==> config.mk <==
export PLATFORM = sky130hd
export DESIGN_NAME = fetch_unit
export DESIGN_NICKNAME = d
export VERILOG_FILES = /design/src/rtl/fetch_unit.sv
export SDC_FILE = /design/constraint.sdc
export NUM_CORES = 1
export LEC_CHECK = 0
export CAP_MARGIN = 20
export CORE_MARGIN = 4
export CORE_UTILIZATION = 40
export CTS_CLUSTER_DIAMETER = 200
export DETAILED_ROUTE_END_ITERATION = 6
export PLACE_DENSITY_LB_ADDON = 0.1
export SYNTH_ARGS = -nofsm -noshare
export SYNTH_HDL_FRONTEND = slang
export SYNTH_SLANG_ARGS = --single-unit
export TNS_END_PERCENT = 30
==> constraint.sdc <==
create_clock -name clk -period 2.8 [get_ports clk]
set_input_delay 0.56 -clock clk [delete_from_list [all_inputs] [get_ports clk]]
set_output_delay 0.56 -clock clk [all_outputs]
set_load 0.005 [all_outputs]
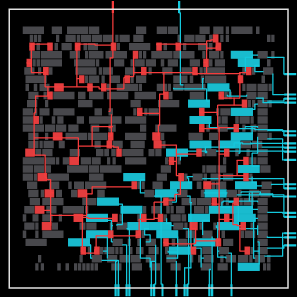
Fig. 1. Wires at chosen ports, followed through buffers.
(3 px per micron)
cyan -> curr_pc  # direction output, edge 18 east, 13 south, 1 north, end cells 32, buffers 32, wire 810 microns
red -> reset  # direction input, edge north, end cells 69, buffers 2, wire 675 microns
Port Buf Inserts: 144
Top-Level Pins: 177

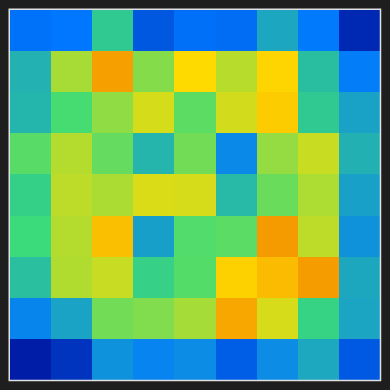
Fig. 2. Cell area per tile.
(4 px per micron) 9 x 9 tiles, from dark blue (low) to red (high), 0 to 100% covered.
tiles over 75% full = 12%
mean over tiles = 49%
fullest tile = 82%
densest ninth of the die = west
initial core utilization: 41.5%
Finished Core Util: 63.2%
area of the core: 0.00687 sq mm

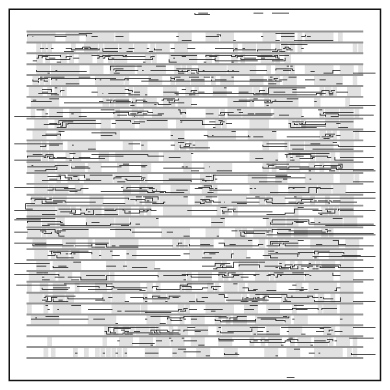
Fig. 3. Met1 routing.
(4 px per micron) Supply wires on this layer in gray. Cells faint in the background.
longest straight run = 35.0 microns
wire length on this layer = 3,190 microns
overall via count from detail_route: 2,543
grt met1 use: 20.7%

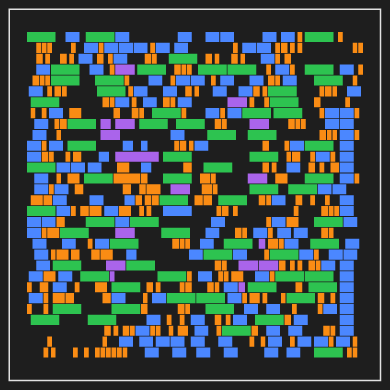
Fig. 4. Placed cells, one color a class.
(4 px per micron)
green -> sequential cells  # cells 68
orange -> combinational and other logic  # cells 249
blue -> remaining buffers and delay cells  # cells 150
purple -> clock drivers and dummy loads  # cells 16
Finished Cell Area: 0.00434 sq mm
placement row count: 30

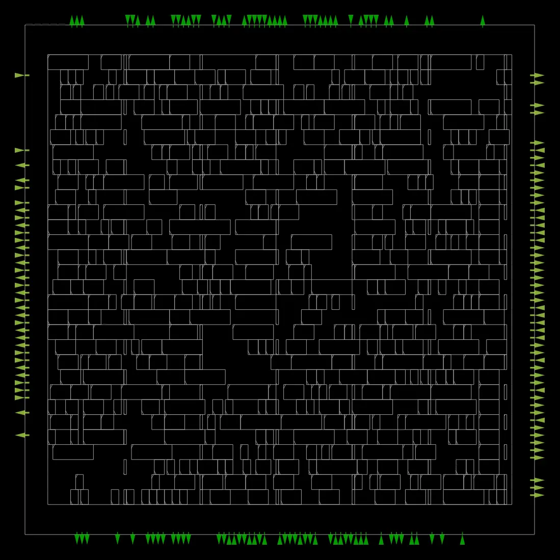
Fig. 5. Cell placement.
Seq/total area: 31.4%
Fillers: 648

==> impl_metrics.env <==
# flow metrics
export IMPL_avgSynthCellArea_sq_um=8.12
export IMPL_drt_pass1_iterations=3
export IMPL_reg2reg_depth=4
export IMPL_fin_crit_sh_pct=75.0
export IMPL_cts_resized=0
export IMPL_grt_usage_pct=17.2
export IMPL_p_sw_share_pct=23.7
export IMPL_ys_seq_share_pct=47.7
export IMPL_yosysMostFrequentCell="nand2_1"
export IMPL_tightest_slew_ns=0.774
export IMPL_setup_slack_ns=0.701
export IMPL_worstPathRequired_ns=2.24
export IMPL_fa_ha_area_share_pct=0
export IMPL_r2r_slack_ns=1.41
export IMPL_gp_congestion=0.773
export IMPL_edf_count=0
export IMPL_clock_path_buffers=2
export IMPL_postCtsHoldBufs=0
export IMPL_pre_cts_ws_ns=0.758
export IMPL_synth_area_yosys_sq_mm=0.00285
export IMPL_rsz0062_at_grt="false"
export IMPL_gr_usage_met2_pct=28.6
export IMPL_finalSetupViolCount=0
export IMPL_viasPerCell=4.39
export IMPL_cts_sinks=68
export IMPL_drtAntennaViolNets=0
export IMPL_synthXorXnorAreaFrac_pct=0
export IMPL_fin_crit_ns=2.10
export IMPL_flop_cell="dfxtp_1"
export IMPL_drc=0
export IMPL_clockRootBuffer="clkbuf_8"
export IMPL_p_int_mw=1.66
export IMPL_cts_made_buffers=9
export IMPL_ys_sh_simple_pct=23.2
export IMPL_power_density_mw_per_mm2=503
export IMPL_ys_types=23
export IMPL_common_cells="nand2_1 (120), dfxtp_1 (68), a21oi_1 (54), buf_4 (44)"
export IMPL_power_leakage_nw=1.58
export IMPL_tns_ns=0
export IMPL_initialDrtViolationCount=97
export IMPL_critical_path_class="reg2out"
export IMPL_grt_max_degree=69
export IMPL_worstPathMaxFanout=9
export IMPL_die_area_sq_mm=0.00854
export IMPL_power_switching_mw=0.517
export IMPL_combPwrFrac_pct=15.2
export IMPL_routed_wl_microns=7440
export IMPL_synth_warnings=0
export IMPL_clock_skew_ns=0.00523
export IMPL_cts_tree="yes"
export IMPL_drv_slew=0
export IMPL_die_x_microns=92.4
export IMPL_synthArstFlopShare_pct=0
export IMPL_min_path_type="reg2reg"
export IMPL_ir_worst_vdd_v=0.000332
export IMPL_diodes=0
export IMPL_fmax_mhz=476
export IMPL_drive_gt1_share_pct=8.90
export IMPL_logic_family="simple AND/OR/NAND/NOR gates"
export IMPL_ctsHtreeMaxLevel=3
export IMPL_grt_busiest_layer="met2"
export IMPL_die_h_microns=92.4
export IMPL_hold_violations=0
export IMPL_grt_pass1_vias=2393
export IMPL_synth_flops=68
export IMPL_antenna_found_initial=0
export IMPL_clk_pin_slew_ns=0.07
export IMPL_critPathLaunchType="register"
export IMPL_status="finished, final reports clean"
export IMPL_clockPowerShare_pct=37.2
export IMPL_dpl_hpwl_microns=5390
export IMPL_worstSkewPairLatency_ns=0.33
==> layout make-up <==
type                       instances  area, sq um
fill                             648         2530
timing repair buffer             150         1490
sequential                        68         1360
multi-input combinational        249         1160
clock buffer                      12          155
tap                               96          120
clock inverter                     4         47.5
==> layer usage <==
layer | vias up | routed length, microns
met2 | 95 | 3610
met5 | - | 0
met3 | 14 | 505
met4 | 0 | 137
li1 | 1315 | -
met1 | 1119 | 3190
==> power by group through the flow <==
stage	combinational, mW	clock [mW]	sequential (mW)
2_1_floorplan	0.166	0	1.06
3_3_place_gp	0.333	0	1.06
3_5_place_dp	0.334	0	1.06
4_1_cts	0.336	0.840	1.04
5_1_grt	0.363	0.896	1.04
6_report	0.332	0.811	1.04
==> placed cells by master (no fill, tap or decap), types with 2 or more instances in the layout <==
| cell | instances |
|---|---|
| clkdlybuf4s50_1 | 143 |
| nand2_1 | 120 |
| dfxtp_1 | 68 |
| a21oi_1 | 54 |
| conb_1 | 32 |
| clkbuf_8 | 11 |
| nand2_2 | 10 |
| a21oi_2 | 10 |
| buf_4 | 5 |
| nor4_1 | 4 |
| nor3_1 | 3 |
| nor2b_1 | 2 |
| nor4b_1 | 2 |
| nor2_1 | 2 |
| a211oi_1 | 2 |
| nand3b_1 | 2 |
| clkinv_2 | 2 |
==> through the flow <==
stage	total power [mW]	hold WS (ns)	std cells	util (%)	area, sq um
after floorplan	1.22	0.453	382	-	2970
after global placement	1.39	0.441	563	60.2	4140
after detailed placement	1.39	0.447	563	60.2	4140
after CTS	2.21	0.457	579	63.2	4340
after global routing	2.30	0.475	579	63.2	4340
final	2.18	0.453	579	63.2	4340
==> worst max-delay path, cell delays in order, from the launching register on <==
cell	delay, ns
dfxtp_1	0.40
nor3_1	0.24
clkdlybuf4s50_1	0.57
Power figures rest on the tool's default switching activity, not on a simulated workload.
